[src/rtl/vga_timing_gen.sv]
`default_nettype none
// ============================================================================
//  Module      : vga_timing_gen
//  Description : Parametrised VGA raster timing generator. A clock-enable
//                divider produces the pixel tick; x/y counters, the valid
//                window, line/frame strobes, the frame counter and the sync
//                outputs all update on that tick. Sync outputs can be
//                delayed by PIPE_DLY ticks to line up with a downstream
//                pixel pipeline.
//  Revision    : 1.0 - initial release
// ============================================================================
module vga_timing_gen #(
    parameter int H_AV       = 640,
    parameter int H_FP       = 16,
    parameter int H_SP       = 96,
    parameter int H_BP       = 48,
    parameter int V_AV       = 480,
    parameter int V_FP       = 10,
    parameter int V_SP       = 2,
    parameter int V_BP       = 33,
    parameter int H_SYNC_POL = 0,
    parameter int V_SYNC_POL = 0,
    parameter int CLK_DIV    = 1,
    parameter int PIPE_DLY   = 0,
    parameter int CW         = 10
) (
    input  logic          clk,
    input  logic          reset,
    input  logic          en,
    output logic          pixEn,
    output logic [CW-1:0] x,
    output logic [CW-1:0] y,
    output logic          valid,
    output logic          hSync,
    output logic          vSync,
    output logic          lineStart,
    output logic          frameStart,
    output logic [7:0]    frameCount
);

    localparam int c_H_TOT = H_AV + H_FP + H_SP + H_BP;
    localparam int c_V_TOT = V_AV + V_FP + V_SP + V_BP;

    // Counter limits and decode boundaries, all held at CW bits.
    localparam logic [CW-1:0] c_H_LAST    = CW'(c_H_TOT - 1);
    localparam logic [CW-1:0] c_V_LAST    = CW'(c_V_TOT - 1);
    localparam logic [CW-1:0] c_H_AV      = CW'(H_AV);
    localparam logic [CW-1:0] c_V_AV      = CW'(V_AV);
    localparam logic [CW-1:0] c_HS_FIRST  = CW'(H_AV + H_FP);
    localparam logic [CW-1:0] c_HS_LAST   = CW'(H_AV + H_FP + H_SP - 1);
    localparam logic [CW-1:0] c_VS_FIRST  = CW'(V_AV + V_FP);
    localparam logic [CW-1:0] c_VS_LAST   = CW'(V_AV + V_FP + V_SP - 1);

    // Sync levels.
    localparam logic c_H_ACT  = (H_SYNC_POL != 0);
    localparam logic c_H_IDLE = (H_SYNC_POL == 0);
    localparam logic c_V_ACT  = (V_SYNC_POL != 0);
    localparam logic c_V_IDLE = (V_SYNC_POL == 0);

    // Divider sizing; a one-bit counter that never leaves 0 when CLK_DIV==1.
    localparam int                c_DIV_W    = (CLK_DIV > 1) ? $clog2(CLK_DIV) : 1;
    localparam logic [c_DIV_W-1:0] c_DIV_LAST = c_DIV_W'(CLK_DIV - 1);

    logic [c_DIV_W-1:0] r_div;
    logic               r_pix_en;
    logic [CW-1:0]      r_x;
    logic [CW-1:0]      r_y;
    logic               r_valid;
    logic               r_line_start;
    logic               r_frame_start;
    logic [7:0]         r_frame_cnt;
    // Index 0 holds the raw sync for the current x/y; index k lags it k ticks.
    logic               r_hs_sr [0:PIPE_DLY];
    logic               r_vs_sr [0:PIPE_DLY];

    logic               w_tick;
    logic               w_x_wrap;
    logic               w_y_wrap;
    logic [CW-1:0]      w_x_nxt;
    logic [CW-1:0]      w_y_nxt;
    logic               w_valid_nxt;
    logic               w_hs_nxt;
    logic               w_vs_nxt;

    // Pixel tick: last enabled clk of each divider period.
    assign w_tick = en && (r_div == c_DIV_LAST);

    // Next raster position and everything decoded from it, so registered
    // outputs change on the same edge as x/y.
    always_comb begin
        w_x_wrap    = (r_x == c_H_LAST);
        w_y_wrap    = (r_y == c_V_LAST);
        w_x_nxt     = w_x_wrap ? '0 : r_x + 1'b1;
        w_y_nxt     = r_y;
        if (w_x_wrap) begin
            w_y_nxt = w_y_wrap ? '0 : r_y + 1'b1;
        end
        w_valid_nxt = (w_x_nxt < c_H_AV) && (w_y_nxt < c_V_AV);
        w_hs_nxt    = ((w_x_nxt >= c_HS_FIRST) && (w_x_nxt <= c_HS_LAST)) ? c_H_ACT : c_H_IDLE;
        w_vs_nxt    = ((w_y_nxt >= c_VS_FIRST) && (w_y_nxt <= c_VS_LAST)) ? c_V_ACT : c_V_IDLE;
    end

    // Clock-enable divider, frozen while en is low.
    always_ff @(posedge clk or negedge reset) begin
        if (!reset) begin
            r_div <= '0;
        end else if (en) begin
            r_div <= (r_div == c_DIV_LAST) ? '0 : r_div + 1'b1;
        end
    end

    // Registered pixel strobe, high for the clk in which the new x/y appear.
    always_ff @(posedge clk or negedge reset) begin
        if (!reset) begin
            r_pix_en <= 1'b0;
        end else begin
            r_pix_en <= w_tick;
        end
    end

    // Raster counters and valid window; reset parks at the last position so
    // the first tick lands on (0,0).
    always_ff @(posedge clk or negedge reset) begin
        if (!reset) begin
            r_x     <= c_H_LAST;
            r_y     <= c_V_LAST;
            r_valid <= 1'b0;
        end else if (w_tick) begin
            r_x     <= w_x_nxt;
            r_y     <= w_y_nxt;
            r_valid <= w_valid_nxt;
        end
    end

    // One-clk line/frame strobes; cleared on every non-tick clk.
    always_ff @(posedge clk or negedge reset) begin
        if (!reset) begin
            r_line_start  <= 1'b0;
            r_frame_start <= 1'b0;
        end else begin
            r_line_start  <= w_tick && (w_x_nxt == '0);
            r_frame_start <= w_tick && (w_x_nxt == '0) && (w_y_nxt == '0);
        end
    end

    // Frame counter, bumped together with frameStart, wraps mod 256.
    always_ff @(posedge clk or negedge reset) begin
        if (!reset) begin
            r_frame_cnt <= 8'd0;
        end else if (w_tick && (w_x_nxt == '0) && (w_y_nxt == '0)) begin
            r_frame_cnt <= r_frame_cnt + 8'd1;
        end
    end

    // Sync shift registers: raw sync enters stage 0, shifts only on ticks.
    always_ff @(posedge clk or negedge reset) begin
        if (!reset) begin
            for (int i = 0; i <= PIPE_DLY; i++) begin
                r_hs_sr[i] <= c_H_IDLE;
                r_vs_sr[i] <= c_V_IDLE;
            end
        end else if (w_tick) begin
            r_hs_sr[0] <= w_hs_nxt;
            r_vs_sr[0] <= w_vs_nxt;
            for (int i = 1; i <= PIPE_DLY; i++) begin
                r_hs_sr[i] <= r_hs_sr[i-1];
                r_vs_sr[i] <= r_vs_sr[i-1];
            end
        end
    end

    assign pixEn      = r_pix_en;
    assign x          = r_x;
    assign y          = r_y;
    assign valid      = r_valid;
    assign lineStart  = r_line_start;
    assign frameStart = r_frame_start;
    assign frameCount = r_frame_cnt;
    assign hSync      = r_hs_sr[PIPE_DLY];
    assign vSync      = r_vs_sr[PIPE_DLY];

endmodule
`default_nettype wire
[config.mk]
export PLATFORM = sky130hd
export DESIGN_NAME = vga_timing_gen
export DESIGN_NICKNAME = d
export VERILOG_FILES = /design/src/rtl/vga_timing_gen.sv
export SDC_FILE = /design/constraint.sdc
export NUM_CORES = 1
export LEC_CHECK = 0
export CORE_MARGIN = 4
export CORE_UTILIZATION = 59
export CTS_CLUSTER_SIZE = 25
export DETAILED_ROUTE_END_ITERATION = 10
export HOLD_SLACK_MARGIN = 0.02
export PLACE_DENSITY_LB_ADDON = 0.12
export SETUP_SLACK_MARGIN = 0.1
export SLEW_MARGIN = 25
export SYNTH_ARGS = -nofsm -noshare
export SYNTH_HDL_FRONTEND = slang
export SYNTH_SLANG_ARGS = --single-unit
[constraint.sdc]
create_clock -name clk -period 4.26 [get_ports clk]
set_input_delay 0.852 -clock clk [delete_from_list [all_inputs] [get_ports clk]]
set_output_delay 0.852 -clock clk [all_outputs]
set_load 0.05 [all_outputs]
### Clock wires, drivers and flops, run 1

The bar under the picture is 20 um long.
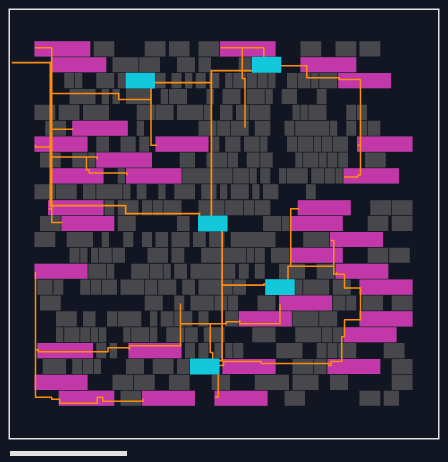
Orange shows clock wires, length 486 um. Cyan shows cells driving clock nets, count 5. Magenta shows flip-flops, count 34.
Position of the flops: widely spread.

### Routed metal per tile, run 1

The die is cut into 15 by 15 equal tiles; dark blue is low, red is high, scaled to the fullest tile. Values are wire area over tile area, all layers added.
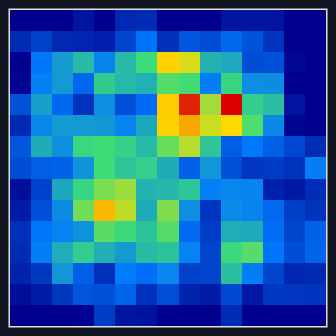
12% of the tiles are over half the peak. The mean over all tiles is 0.17. 14% of the tiles are nearly empty. The densest ninth of the die: centre. The fullest tile reaches 0.68.

==> out/metrics.yaml, run 1 <==
crit_path_end: "frameCount[1]"
cts_root_buf: "clkbuf_8"
final_cells: 346
pin_count: 37
fin_util_pct: 71.57
tns_ns: 0
p_comb_share_pct: 36.4
power.leakage_nw: 1.156
reg2regPathDepth: 7
gp_congestion: 1.003
setup_violations: 0
grt_pass1_wl_um: 9570
cts_resized: 0
whs_path_depth: 1
synthFlopType: "dfrtp_1"
grt.busiest_layer: "met1"
core_um2: 4058
dieWidth_um: 73.29
switching_share_pct: 43.77
yosys.area_share.adder_pct: 2.985
bufAreaShareNonClock_pct: 13.18
status: "finished clean"
dp_hpwl_um: 3950
largest_class: "combinational gates"
path_cells: "ha_1, and4_1, nand3_2, o21ai_0, o211ai_4, nor3_4, mux2_1"
met2_length_um: 2549
pg_seq_mw: 0.475
logic_family: "simple AND/OR/NAND/NOR gates"
diodes: 0
use_met1_pct: 32.93
drc: 0
hold_slack_ns: 0.4728
cpLargestDelayFamily: "simple AND/OR/NAND/NOR gates"
comb_power_mw: 0.408
relSlewSlack_pct: 52.53
synth.avg_cell_area_um2: 9.384
grt_max_degree: 35
cts_tree: "done"
nNonClkInverters: 8
worstMarginPinSlew_ns: 0.7067
postCtsSetupBuffers: 0
io_buffers: 36
top_layer_used: "met4"
yosys_warnings: 0
fin_nets: 304
edf_count: 0
ys_sh_aoi_pct: 19.70
hp-start: "frameCount[7]"
internal-power_mw: 0.6312
grt_pass1_vias: 1961
top_cells_by_count: "dfrtp_1 (22), nand2_1 (21), nor2_1 (19), o21ai_0 (17), nand3_1 (16)"
p_sw_mw: 0.4912
top_area_share_pct: 21.89
rows: 23
r2r-end: "frameCount[1]"
critical_path_class: "reg2reg"
dp_cells: 338
start_kind: "register"
p_clk_share_pct: 21.4
most_common_cell: "dfrtp_1"
path_depth: 7
fin_crit_sh_pct: 72.23
num-multi-input-gates: 207
wl_per_cell_um: 16.30
slowest_delay_ns: 0.63
log.warning_count: 30
grt-ovfl-total: 0
netlist_instances: 268
wl_met3_um: 369
vdd_drop_max_v: 0.0003186
finalPower_mw: 1.122
worstSetupStartpoint: "x[1]"
cts_hold_buf: 0
holdPathEnd: "frameCount[7]"
met2_usage_pct: 32.57
antenna_left: 0
top_area_cell: "dfrtp_1"
synthArstFlopShare_pct: 100.0
post_synth_mux_area_share_pct: 1.294
fmax_mhz: 325.0
layout_top_cell: "clkdlybuf4s50_1"
drive_gt1_share_pct: 16.89
chipArea_um2: 5371
p_seq_share_pct: 42.3
synth_cell_types: 63
logic_area_um2: 1476
ys_seq_share_pct: 34.43
pre_cts_ws_ns: 1.065
critPathRequiredTime_ns: 4.44
gr-usage-all-layers_pct: 22.63
hp-class: "reg2reg"
synth-xor-area-share_pct: 6.617
clockBufferDepth: 2
flop_area_um2: 865.8
ff2ff_setup_slack_ns: 1.18
power.density_nw_per_um2: 386.5
hold_violations: 0
routed_wl_um: 5641
antenna_found_initial: 0
clk_share_pct: 2.973
initCoreUtil_pct: 61.98
synth_flops: 34
worst_slack_ns: 1.183
fp_nets: 277
die_h_um: 73.29
syn_area_um2: 2515
vias: 2142
drt-vias-per-instance: 6.191
n_fill_cell: 328
drt_iter0_drc: 135
num_tap_cells: 50
yosys_area_um2: 2515
met3_usage_pct: 5.335
path_clk_slew_ns: 0.08
syn_to_final_growth_pct: 15.47
buffers: 39
timing.rr.start: "x[1]"
slew_violations: 0
cap_violations: 0
crit_path_top_delay_cell: "dfstp_2"
final_area_um2: 2904
seq_share_pct: 29.81
### The clock network, run 1

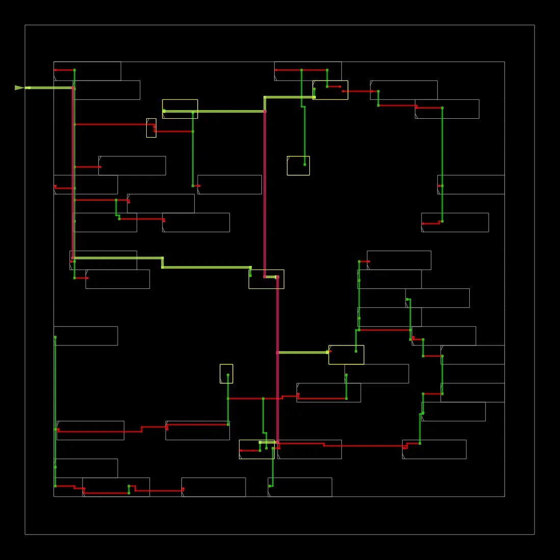
TritonCTS Sinks: 34
Worst Clk Skew: 0.01051 ns
CTS Buf Count: 5
worst skew pair latency: 0.29 ns
clkbuf count: 6

### Register map, names as in the netlist, run 1

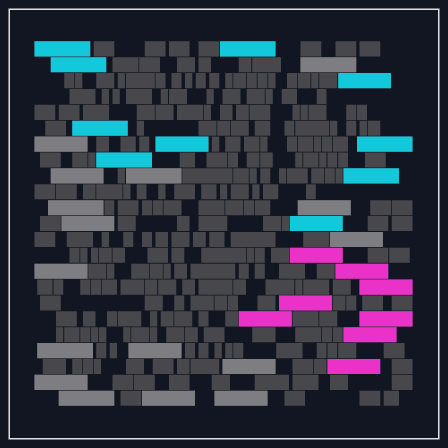
Magenta shows frameCount, placed flops 8. Cyan shows x, placed flops 10.

## Run 2: what changed since run 1
- CORE_UTILIZATION: 59 -> 49
- clock period: 4.26 -> 2.59 ns (I/O delays scaled with it)
### Routed metal per tile, run 2

The die is cut into 16 by 16 equal tiles; dark blue is low, red is high, scaled to the fullest tile. Values are wire area over tile area, all layers added.
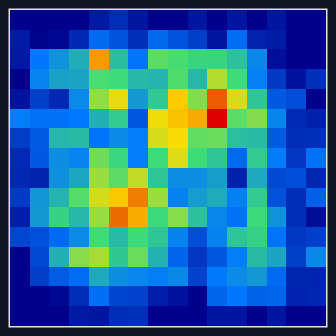
The fullest tile reaches 0.57. The mean over all tiles is 0.16. The densest ninth of the die: centre. 17% of the tiles are over half the peak. 13% of the tiles are nearly empty.

### Cell classes on the final placement, run 2

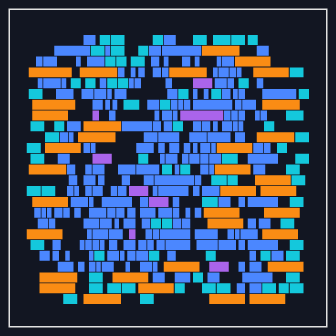
Orange shows flops, cells 34, share of their area 27%. Purple shows clock drivers and dummy loads, cells 8, share of their area 3.3%. Blue shows all other logic, cells 215, share of their area 50%. Cyan shows other buffers and delay cells, cells 72, share of their area 20%.

==> run 2 against run 1 <==
Compared with the run above: combinational power rose by 130%; critical endpoint unchanged; synthesized area stayed put; first-iteration DRC count increased by 8.1%; largest power group is now combinational cells; flip-flop count unchanged; count of clock-buffer cells in the layout shrank 1; routed wire length is 13% higher; critical path type unchanged.
==> out/metrics.yaml, run 2 <==
chipArea_um2: 6343  # +18%
reg2regPathDepth: 9  # +2
relSlewSlack_pct: 65.57  # +13 points
wl_per_cell_um: 16.11  # -1.2%
postCtsSetupBuffers: 2  # +2
cts_resized: 6  # +6
fmax_mhz: 402.9  # +24%
n_fill_cell: 399  # +22%
crit_buf_inv: 2
syn_area_um2: 2515  # unchanged
final_area_um2: 3366  # +16%
yosys_warnings: 0  # unchanged
drtPass1Iterations: 4
worstSetupStartpoint: "x[0]"
path_max_fanout: 7
status: "finished clean"
path_depth: 9  # +2
use_met1_pct: 31.35  # -1.6 points
synthFlopType: "dfrtp_1"
clockBufferDepth: 2  # unchanged
placed_area_um2: 3073
io_buffers: 36  # unchanged
grt_pass1_wl_um: 11130  # +16%
core_um2: 4848  # +19%
clock-sinks: 34  # unchanged
timing.rr.start: "x[0]"
drc: 0  # unchanged
min_period_ns: 2.482
crit_path_top_delay_cell: "dfstp_4"
whs_path_depth: 1  # unchanged
grt_max_degree: 35  # unchanged
antenna_found_initial: 0  # unchanged
setup_violations: 0  # unchanged
critPathRequiredTime_ns: 2.77  # -1.67 ns
p_comb_share_pct: 43.6  # +7.2 points
cts_root_buf: "clkbuf_8"
grt.busiest_layer: "met2"
worstMarginPinSlew_ns: 0.5156  # -0.1911 ns
power.leakage_nw: 1.419  # +23%
wl_met3_um: 297  # -20%
synth_stat.cells: 268
slew_violations: 0  # unchanged
cap_violations: 0  # unchanged
num_tap_cells: 67  # +34%
slowest_delay_ns: 0.67  # +0.04 ns
die_h_um: 79.64  # +8.7%
p_clk_share_pct: 22.5  # +1.1 points
drt-vias-per-instance: 5.747  # -7.2%
flops: 34
path_cells: "ha_4, and4_1, buf_6, xnor2_4, a32oi_1, or3_1, buf_6, nor3_4, mux2_4"
ys_sh_simple_pct: 28.11
routed_wl_um: 6379  # +13%
power.density_nw_per_um2: 649.6  # +68%
dp_cells: 378  # +12%
synthArstFlopShare_pct: 100.0  # unchanged
wl_met1_um: 3041
initCoreUtil_pct: 51.87  # -10 points
log.warning_count: 32  # +6.7%
gr-usage-all-layers_pct: 22.32  # -0.31 points
vdd_drop_max_v: 0.0004579  # +44%
hold_violations: 0  # unchanged
switching_share_pct: 41.43  # -2.3 points
antenna_left: 0  # unchanged
holdPathEnd: "frameCount[7]"
drive_gt1_share_pct: 28.57  # +12 points
clk_share_pct: 3.234  # +0.26 points
clkbuf_count: 5  # -1
synth_cell_types: 63  # unchanged
fin_nets: 337  # +11%
most_common_cell: "dfrtp_1"
netlist_instances: 268  # unchanged
syn_to_final_growth_pct: 33.83
yosys_area_um2: 2515  # unchanged
ff2ff_setup_slack_ns: 0.11  # -1.08 ns
tns_ns: 0  # unchanged
vias: 2276  # +6.3%
logic_area_um2: 1619  # +9.7%
ys_sh_aoi_pct: 19.70  # unchanged
gp_congestion: 0.9519  # -5.1%
dp_hpwl_um: 4519  # +14%
p_sw_mw: 0.9059  # +84%
diodes: 0  # unchanged
grt-ovfl-total: 0  # unchanged
p_seq_share_pct: 33.9  # -8.4 points
synth-xor-area-share_pct: 6.617  # unchanged
path_clk_slew_ns: 0.07  # about the same
internal-power_mw: 1.281  # +100%
cts_tree: "done"
top_layer_used: "met4"
fin_crit_sh_pct: 95.84  # +24 points
largest_class: "combinational gates"
pin_count: 37  # unchanged
r2r-end: "frameCount[1]"
critical_path_class: "reg2reg"
synth.avg_cell_area_um2: 9.384  # unchanged
nNonClkInverters: 8  # unchanged
rows: 25  # +8.7%
flop_area_um2: 873.3  # +0.87%
final_cells: 396  # +14%
hp-class: "reg2reg"
bufAreaShareNonClock_pct: 19.33  # +6.1 points
numCtsBuffers: 5  # unchanged
cts_hold_buf: 0  # unchanged
cpMostUsedCell: "buf_6"
dieWidth_um: 79.64  # +8.7%
post_synth_mux_area_share_pct: 1.294  # unchanged
drt_iter0_drc: 146  # +8.1%
buffers: 72  # +85%
yosys.area_share.adder_pct: 2.985  # unchanged
top_area_share_pct: 21.89  # unchanged
worstSkewPairLatency_ns: 0.29  # about the same
grt_pass1_vias: 2205  # +12%
pre_cts_ws_ns: -0.07820  # -1.143 ns
top_area_cell: "dfrtp_1"
comb_power_mw: 0.953  # +130%
edf_count: 0  # unchanged
top_cells_by_count: "dfrtp_1 (22), nand2_1 (21), nor2_1 (19), o21ai_0 (17), nand3_1 (16)"
met2_length_um: 2962  # +16%
hp-start: "frameCount[7]"
met3_usage_pct: 4.515  # -0.82 points
cpLargestDelayFamily: "flip-flops"
start_kind: "register"
arrival_ns: 2.66
num-multi-input-gates: 207  # unchanged
synth_flops: 34  # unchanged
met2_usage_pct: 34.47  # +1.9 points
ys_seq_share_pct: 34.43  # unchanged
mostFrequentLayoutCells: "clkdlybuf4s50_1 (34), buf_4 (32), dfrtp_1 (22), nand2_1 (21), nor2_1 (19)"
layout_top_cell: "clkdlybuf4s50_1"
crit_path_end: "frameCount[1]"
hold_slack_ns: 0.4722  # -0.0005510 ns
fp_nets: 277  # unchanged
worst_slack_ns: 0.1078  # -1.075 ns
skew_ns: 0.007491  # -0.003020 ns
finalPower_mw: 2.186  # +95%
logic_family: "simple AND/OR/NAND/NOR gates"
### Register map, names as in the netlist, run 2

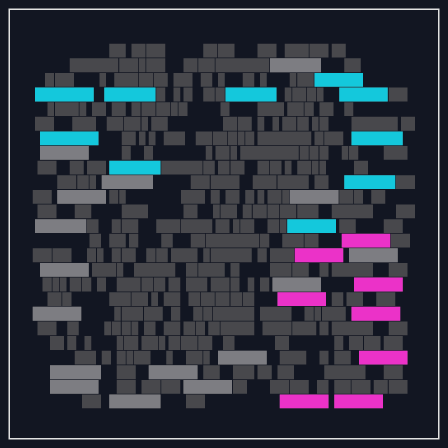
Seq/total area: 25.95%
post-layout util: 69.42%
Seq group: 0.741 mW

No activity file was given, so power comes from the tool's default toggle rates.
